<file path="src/rtl/tft_char_pkg.sv">
// Shared constants, types and FSM encoding for the character/glyph TFT path.
package tft_char_pkg;

    localparam int GLYPH_W = 8;
    localparam int GLYPH_H = 16;
    localparam int ROM_AW  = 7;

    localparam logic [ROM_AW-1:0] LAST_IDX = ROM_AW'(GLYPH_W * GLYPH_H - 1);

    typedef logic [15:0] rgb565_t;

    typedef enum logic [1:0] {
        ST_IDLE,
        ST_RUN,
        ST_DRAIN,
        ST_DONE
    } glyph_state_t;

    function automatic rgb565_t pick_color(input logic bit_in, input rgb565_t fg, input rgb565_t bg);
        return bit_in ? fg : bg;
    endfunction

endpackage

</file>
<file path="src/rtl/glyph_pix_fifo.sv">
// Two-entry valid/ready pixel FIFO; the occupancy count feeds the issue credit check.
module glyph_pix_fifo #(
    parameter int W = 34
) (
    input  logic         i_clock,
    input  logic         i_reset,
    input  logic         i_push,
    input  logic [W-1:0] i_data,
    output logic         o_valid,
    output logic [W-1:0] o_data,
    input  logic         i_ready,
    output logic [1:0]   o_count
);

    logic [W-1:0] r_mem [2];
    logic         r_wr_ptr;
    logic         r_rd_ptr;
    logic [1:0]   r_count;
    logic         w_pop;
    logic         w_push;

    assign w_pop  = (r_count != 2'd0) && i_ready;
    // A push into a full FIFO is only legal when the head leaves in the same cycle.
    assign w_push = i_push && ((r_count != 2'd2) || w_pop);

    generate
        for (genvar gi = 0; gi < 2; gi++) begin : g_entry
            always_ff @(posedge i_clock) begin
                if (w_push && (r_wr_ptr == 1'(gi))) begin
                    r_mem[gi] <= i_data;
                end
            end
        end
    endgenerate

    always_ff @(posedge i_clock) begin
        if (i_reset) begin
            r_wr_ptr <= 1'b0;
            r_rd_ptr <= 1'b0;
            r_count  <= 2'd0;
        end else begin
            if (w_push) begin
                r_wr_ptr <= ~r_wr_ptr;
            end
            if (w_pop) begin
                r_rd_ptr <= ~r_rd_ptr;
            end
            case ({w_push, w_pop})
                2'b10:   r_count <= r_count + 2'd1;
                2'b01:   r_count <= r_count - 2'd1;
                default: r_count <= r_count;
            endcase
        end
    end

    assign o_valid = (r_count != 2'd0);
    assign o_data  = r_mem[r_rd_ptr];
    assign o_count = r_count;

endmodule

</file>
<file path="src/rtl/glyph_renderer.sv">
// Walks an 8x16 glyph through a 1-cycle registered ROM and emits addressed,
// coloured pixels through a credit-limited 2-entry output FIFO.
module glyph_renderer
    import tft_char_pkg::*;
#(
    parameter int X_W = 9,
    parameter int Y_W = 9
) (
    input  logic              i_clock,
    input  logic              i_reset,
    input  logic              i_start,
    input  logic [3:0]        i_char_code,
    input  logic [X_W-1:0]    i_pos_x,
    input  logic [Y_W-1:0]    i_pos_y,
    input  rgb565_t           i_fg_color,
    input  rgb565_t           i_bg_color,
    input  logic              i_opaque,
    output logic              o_busy,
    output logic              o_done,
    output logic [3:0]        o_rom_sel,
    output logic [ROM_AW-1:0] o_rom_address,
    input  logic              i_rom_q,
    output logic              o_pix_valid,
    input  logic              i_pix_ready,
    output logic [X_W-1:0]    o_pix_x,
    output logic [Y_W-1:0]    o_pix_y,
    output rgb565_t           o_pix_color
);

    localparam int ENT_W = X_W + Y_W + 16;

    glyph_state_t      r_state;
    glyph_state_t      w_state_next;
    logic [ROM_AW-1:0] r_idx;
    logic [ROM_AW-1:0] r_if_idx;
    logic              r_inflight;
    logic [X_W-1:0]    r_pos_x;
    logic [Y_W-1:0]    r_pos_y;
    rgb565_t           r_fg;
    rgb565_t           r_bg;
    logic              r_opaque;
    logic [3:0]        r_rom_sel;

    logic [1:0]        w_count;
    logic              w_pop;
    logic [2:0]        w_occ;
    logic              w_issue;
    logic              w_push;
    logic [X_W-1:0]    w_pix_x;
    logic [Y_W-1:0]    w_pix_y;
    logic [ENT_W-1:0]  w_entry;
    logic [ENT_W-1:0]  w_head;

    // Slots that will be occupied next cycle if nothing new is issued.
    assign w_pop   = o_pix_valid && i_pix_ready;
    assign w_occ   = {1'b0, w_count} + {2'b0, r_inflight} - {2'b0, w_pop};
    assign w_issue = (r_state == ST_RUN) && (w_occ < 3'd2);

    // Index layout is {row[3:0], col[2:0]}.
    assign w_push  = r_inflight && (r_opaque || i_rom_q);
    assign w_pix_x = r_pos_x + X_W'(r_if_idx[2:0]);
    assign w_pix_y = r_pos_y + Y_W'(r_if_idx[6:3]);
    assign w_entry = {w_pix_x, w_pix_y, pick_color(i_rom_q, r_fg, r_bg)};

    glyph_pix_fifo #(
        .W(ENT_W)
    ) u_fifo (
        .i_clock (i_clock),
        .i_reset (i_reset),
        .i_push  (w_push),
        .i_data  (w_entry),
        .o_valid (o_pix_valid),
        .o_data  (w_head),
        .i_ready (i_pix_ready),
        .o_count (w_count)
    );

    assign {o_pix_x, o_pix_y, o_pix_color} = w_head;
    assign o_rom_sel     = r_rom_sel;
    assign o_rom_address = r_idx;

    always_comb begin
        w_state_next = r_state;
        o_busy       = 1'b0;
        o_done       = 1'b0;
        case (r_state)
            ST_IDLE: begin
                if (i_start) begin
                    w_state_next = ST_RUN;
                end
            end
            ST_RUN: begin
                o_busy = 1'b1;
                if (w_issue && (r_idx == LAST_IDX)) begin
                    w_state_next = ST_DRAIN;
                end
            end
            ST_DRAIN: begin
                o_busy = 1'b1;
                // Leave as soon as the last pixel is being handed off.
                if (!r_inflight && (w_occ == 3'd0)) begin
                    w_state_next = ST_DONE;
                end
            end
            ST_DONE: begin
                o_done       = 1'b1;
                w_state_next = ST_IDLE;
            end
            default: w_state_next = ST_IDLE;
        endcase
    end

    always_ff @(posedge i_clock) begin
        if (i_reset) begin
            r_state    <= ST_IDLE;
            r_idx      <= '0;
            r_if_idx   <= '0;
            r_inflight <= 1'b0;
            r_pos_x    <= '0;
            r_pos_y    <= '0;
            r_fg       <= '0;
            r_bg       <= '0;
            r_opaque   <= 1'b0;
            r_rom_sel  <= '0;
        end else begin
            r_state    <= w_state_next;
            r_inflight <= w_issue;
            if (w_issue) begin
                r_if_idx <= r_idx;
                if (r_idx != LAST_IDX) begin
                    r_idx <= r_idx + 1'b1;
                end
            end
            if ((r_state == ST_IDLE) && i_start) begin
                r_idx     <= '0;
                r_pos_x   <= i_pos_x;
                r_pos_y   <= i_pos_y;
                r_fg      <= i_fg_color;
                r_bg      <= i_bg_color;
                r_opaque  <= i_opaque;
                r_rom_sel <= i_char_code;
            end
        end
    end

endmodule
</file>
<file path="config.mk">
export PLATFORM = sky130hd
export DESIGN_NAME = glyph_renderer
export DESIGN_NICKNAME = d
export VERILOG_FILES = /design/src/rtl/tft_char_pkg.sv /design/src/rtl/glyph_pix_fifo.sv /design/src/rtl/glyph_renderer.sv
export SDC_FILE = /design/constraint.sdc
export NUM_CORES = 1
export LEC_CHECK = 0
export CAP_MARGIN = 30
export CORE_MARGIN = 8
export CORE_UTILIZATION = 30
export CTS_CLUSTER_DIAMETER = 100
export DETAILED_ROUTE_END_ITERATION = 7
export PLACE_DENSITY = 0.58
export SLEW_MARGIN = 20
export SYNTH_ARGS = -nofsm -noshare
export SYNTH_HDL_FRONTEND = slang
export SYNTH_SLANG_ARGS = --single-unit
</file>
<file path="constraint.sdc">
create_clock -name i_clock -period 7.2 [get_ports i_clock]
set_clock_uncertainty 0.15 [all_clocks]
set_input_delay 1.08 -clock i_clock [delete_from_list [all_inputs] [get_ports i_clock]]
set_output_delay 1.08 -clock i_clock [all_outputs]
set_load 0.01 [all_outputs]
</file>
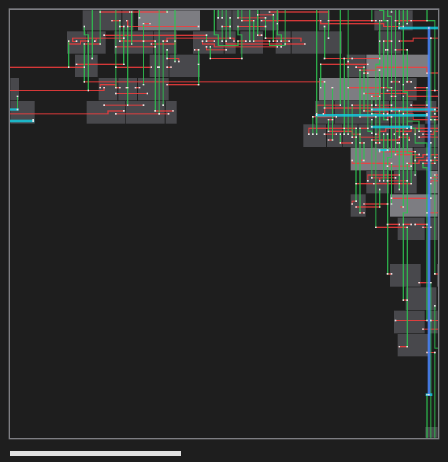
run_1/closeup.png
The bar under the picture is 20 um long. Region (15, 15) to (65, 65) um. Cells in grey, sequential cells in the stronger grey; small squares are vias.
red -> M1
blue -> M4
cyan -> M3
green -> M2
netlist names of flops here include = o_rom_address (4), r_state (1)
cells with their middle in the window = 59
sequential cells in the window = 5

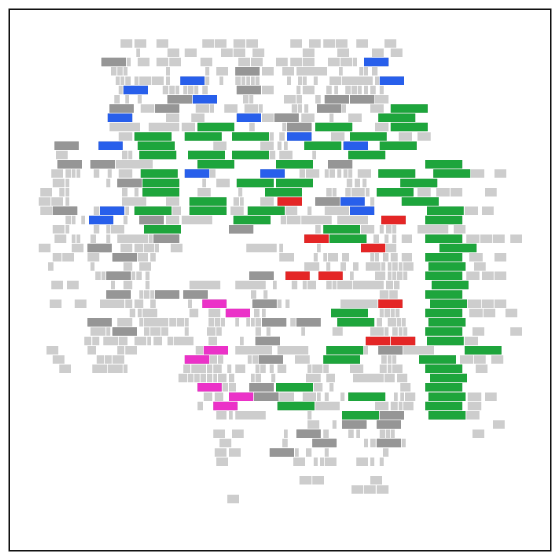
run_1/ff_map.png
green -> u_fifo.r_mem  # sequential cells 68
magenta -> o_rom_address  # sequential cells 7
blue -> r_fg  # sequential cells 16
red -> r_pos_y  # sequential cells 9

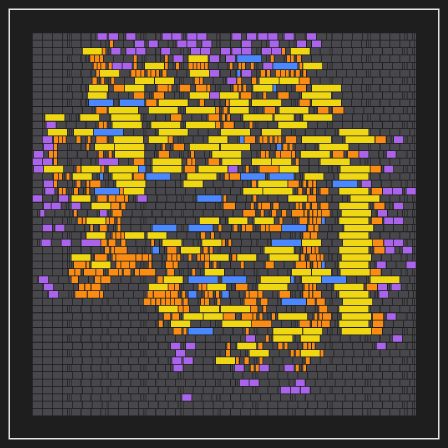
run_1/class_map.png
Fill, decap, tap and diode cells in grey.
purple -> remaining buffers and delay cells  # cells 111, share of their area 15%
yellow -> registers  # cells 145, share of their area 47%
blue -> clock drivers and dummy loads  # cells 32, share of their area 7.6%
orange -> remaining logic cells  # cells 380, share of their area 31%
flop share of the area: 45.02%
Row Count: 52
CORE AREA: 20040 sq um
finished layout cell area: 7963 sq um
Finished Core Util: 39.74%

==> Slide: Implementation Results, run 1 <==
Implementation Results

Run status
  • Status: finished, final reports clean

Clock network
  • CTS Sinks: 145
  • Setup Fix Bufs, Post-CTS: 0
  • Root Buffer Master: clkbuf_16
  • CTS buffer count: 17
  • CTS tree: done

Timing
  • Final number of max-transition violations: 0
  • Final Cycle Share: 52.61%
  • Worst-Margin Slew: 914.1 ps
  • Relative slew margins: 38.87%
  • Hold Fails Final Rpt: 0

Layout
  • Diodes inserted: 0
  • Final net count: 732
  • Largest register FFs: 68
  • Top cell excl fill/tap: nand2_1

Logic synthesis
  • Yosys warns: 0
  • Dominant cell area share: 33.74%
  • Syn avg cell area: 10.88 sq um
  • Mux share: 9.799%
  • Simple-Gate Area Share: 12.71%
  • Top cells by area: edfxtp_1 34%, dfxtp_1 25%, mux2_2 9.3%, nand2_1 8.6%, a21oi_1 6.0%
  • Synth Seq Share: 59.21%
  • Mapped Area: 6052 sq um

Hold path
  • HP Class: flip-flop to flip-flop
  • Hold path start: r_bg[7]

Die
  • Io pins: 108

Routing
  • Vias per Instance: 4.546
  • DRT iter0 DRCs: 190
  • Via count: 4264

Flow run
  • Tool warning count: 30

Setup path
  • Max stage delay on crit path: 610 ps
  • Reg2Reg Launch Point: u_fifo.o_count[1]
  • Family with the most delay on the worst path: simple AND/OR/NAND/NOR gates

GRT
  • Total Routing Usage GR: 11.48%

Placement
  • Hpwl dp: 9953 um
==> run 1: area by class of cell <==
cell class                 instances  share of cell area [%]
sequential                       145                   45.02
multi-input combinational        364                   28.63
timing repair buffer             111                   14.08
clock buffer                      19                   5.437
tap                              270                   4.243
clock inverter                    13                   1.838
inverter                          16                  0.7542
==> run 1: metal layers <==
metal,global-route usage (%),routed length (um)
met5,0,0
met4,4.805,261
met3,3.713,781
met2,19.14,6996
met1,13.37,6085
==> run 1: Yosys cell counts, drive strengths merged (3+ instances only) <==
master,n
buf,14
clkbuf,17
or3,3
edfxtp,68
a21o,3
xnor2,9
xor2,8
nand2,138
nand3,4
nand2b,5
nor3,4
fa,3
and2,3
a21oi,73
o31ai,5
inv,16
ha,14
dfxtp,77
mux2,50
nor2,10
o21ai,8
mux2i,3
run_1/placed.png
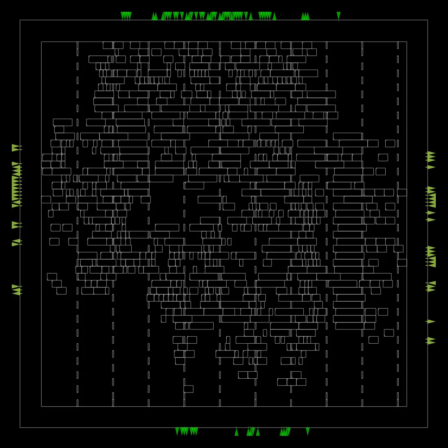

==> run 1 -> run 2 <==
- PLACE_DENSITY: 0.58 -> 0.6
- clock period: 7.2 -> 3.2 ns (I/O delays scaled with it)
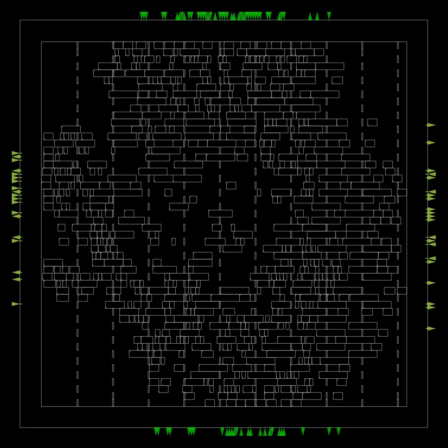
run_2/placed.png
registers: 145
n_taps: 270
non-filler instance count after layout: 949
flop share of the area: 44.65%
Finished Core Util: 40.07%

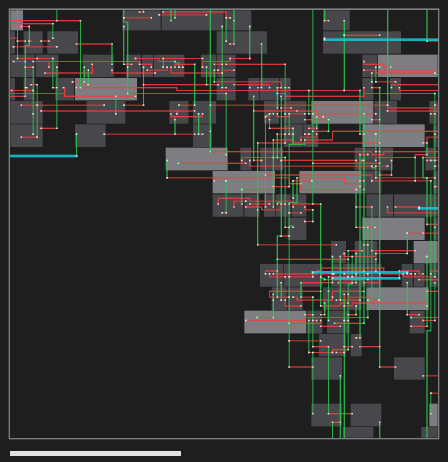
run_2/closeup.png
The bar under the picture is 20 um long. Region (15, 15) to (65, 65) um. Cells in grey, sequential cells in the stronger grey; small squares are vias.
red -> M1
green -> M2
cyan -> M3
netlist names of flops here include = o_rom_address (7)
sequential cells in the window = 10
most frequent = nand2_1 (10), dfxtp_1 (10), a21oi_1 (8)
cells with their middle in the window = 85

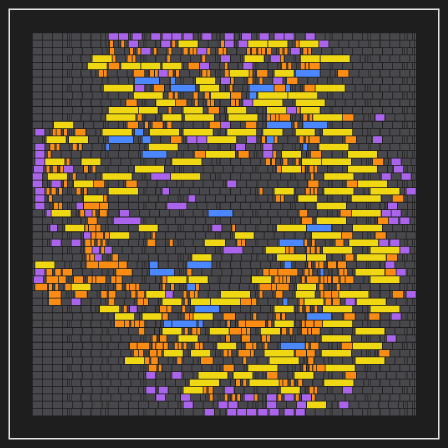
run_2/class_map.png
Fill, decap, tap and diode cells in grey.
finished layout cell area: 8029 sq um

==> run 2 against run 1 <==
Net effect: synthesized cell count stayed put; register-to-register slack worse by 3600 ps; total power is 120% higher; final area is 0.83% higher; first-iteration DRC count is 3.2% higher; clock power is 100% higher; hold slack worse by 2.8 ps; setup slack worse by 2900 ps; sequential power is 120% higher; via count is 1.6% lower; wire length is 1.2% higher; largest cell class unchanged; highest routed layer unchanged.
==> Slide: Implementation Results, run 2 <==
Implementation Results

Pwr
  • Clock network power share: 33.8%
  • Seq. pwr: 2.30 mW

Layout
  • Top cell excl fill/tap: nand2_1
  • Diodes inserted: 0 (unchanged)
  • Clock buf/inv share: 6.530% (-0.75 points)
  • Multi-input gates: 364 (unchanged)
  • Final net count: 743 (+1.5%)
  • Logic share of the area: 28.47% (-0.16 points)
  • Number of clock buffers in the layout: 19 (unchanged)
  • Largest register FFs: 68 (unchanged)
  • Bufs w/o clock: 122 (+9.9%)
  • Inverters, non-clock: 16 (unchanged)
  • Reg area: 3585 sq um

Logic synthesis
  • Mapped Area: 6052 sq um (unchanged)
  • Dominant cell area share: 33.74% (unchanged)
  • Count leader, synth: nand2_1
  • Yosys warns: 0 (unchanged)
  • List of most frequent post-synthesis cells: 138 x nand2_1, 77 x dfxtp_1, 73 x a21oi_1
  • Synth Seq Share: 59.21% (unchanged)
  • AND-OR/OR-AND Cells, Area Fraction: 8.518%
  • Syn avg cell area: 10.88 sq um (unchanged)
  • Simple-Gate Area Share: 12.71% (unchanged)

Clock network
  • CTS buffer count: 17 (unchanged)
  • Root Buffer Master: clkbuf_16

Timing
  • Worst-Margin Slew: 600.9 ps (-313.2 ps)
  • Relative slew margins: 59.80% (+21 points)
  • Hold Fails Final Rpt: 0 (unchanged)
  • Final number of max-transition violations: 0 (unchanged)
  • Final Cycle Share: 84.05%

Routing
  • DRT iter0 DRCs: 196 (+3.2%)
  • Vias per Instance: 4.421 (-2.7%)
  • Via count: 4196 (-1.6%)

Setup path
  • Max stage delay on crit path: 520 ps (-90 ps)
  • Family with the most delay on the worst path: buffers and inverters
  • Reg2Reg Launch Point: u_fifo.o_count[1]

Die
  • Row Count: 52 (unchanged)

Run status
  • Status: finished, final reports clean

Hold path
  • HP Class: flip-flop to flip-flop
  • Hold path start: r_bg[11]

Placement
  • Hpwl dp: 9771 um (-1.8%)

Flow run
  • Tool warning count: 30 (unchanged)

GRT
  • Total Routing Usage GR: 11.84% (+0.37 points)
  • Remaining Overflow, GRT: 0
-- run 2: cell count changes in the layout (fill, tap and decap cells not counted) --
cell / change
buf_4: +9
clkinv_4: +3
inv_6: +1
bufinv_16: -3
buf_12: +1
nor3_2: -1
clkinv_2: +3
clkinv_1: -4
nor3_4: +1
buf_16: +1
-- run 2: per-stage QoR --
stage	instances	setup slack, ps	area (sq um)
after global placement	916	109.0	7477
after CTS	948	464.3	8001
after global routing	949	286.7	8029
final	949	510.3	8029
after detailed placement	916	100.7	7477
after floorplan	556	362.7	6057
-- run 2: routing by layer --
metal  track usage [%]  wire [um]  vias up
met5                 0          0        -
met4             4.445        231        0
met3             3.522        693       19
met2             20.11       7026       70
met1             13.88       6338     1969
li1                  -          -     2138
Power and IR drop assume default switching activity.
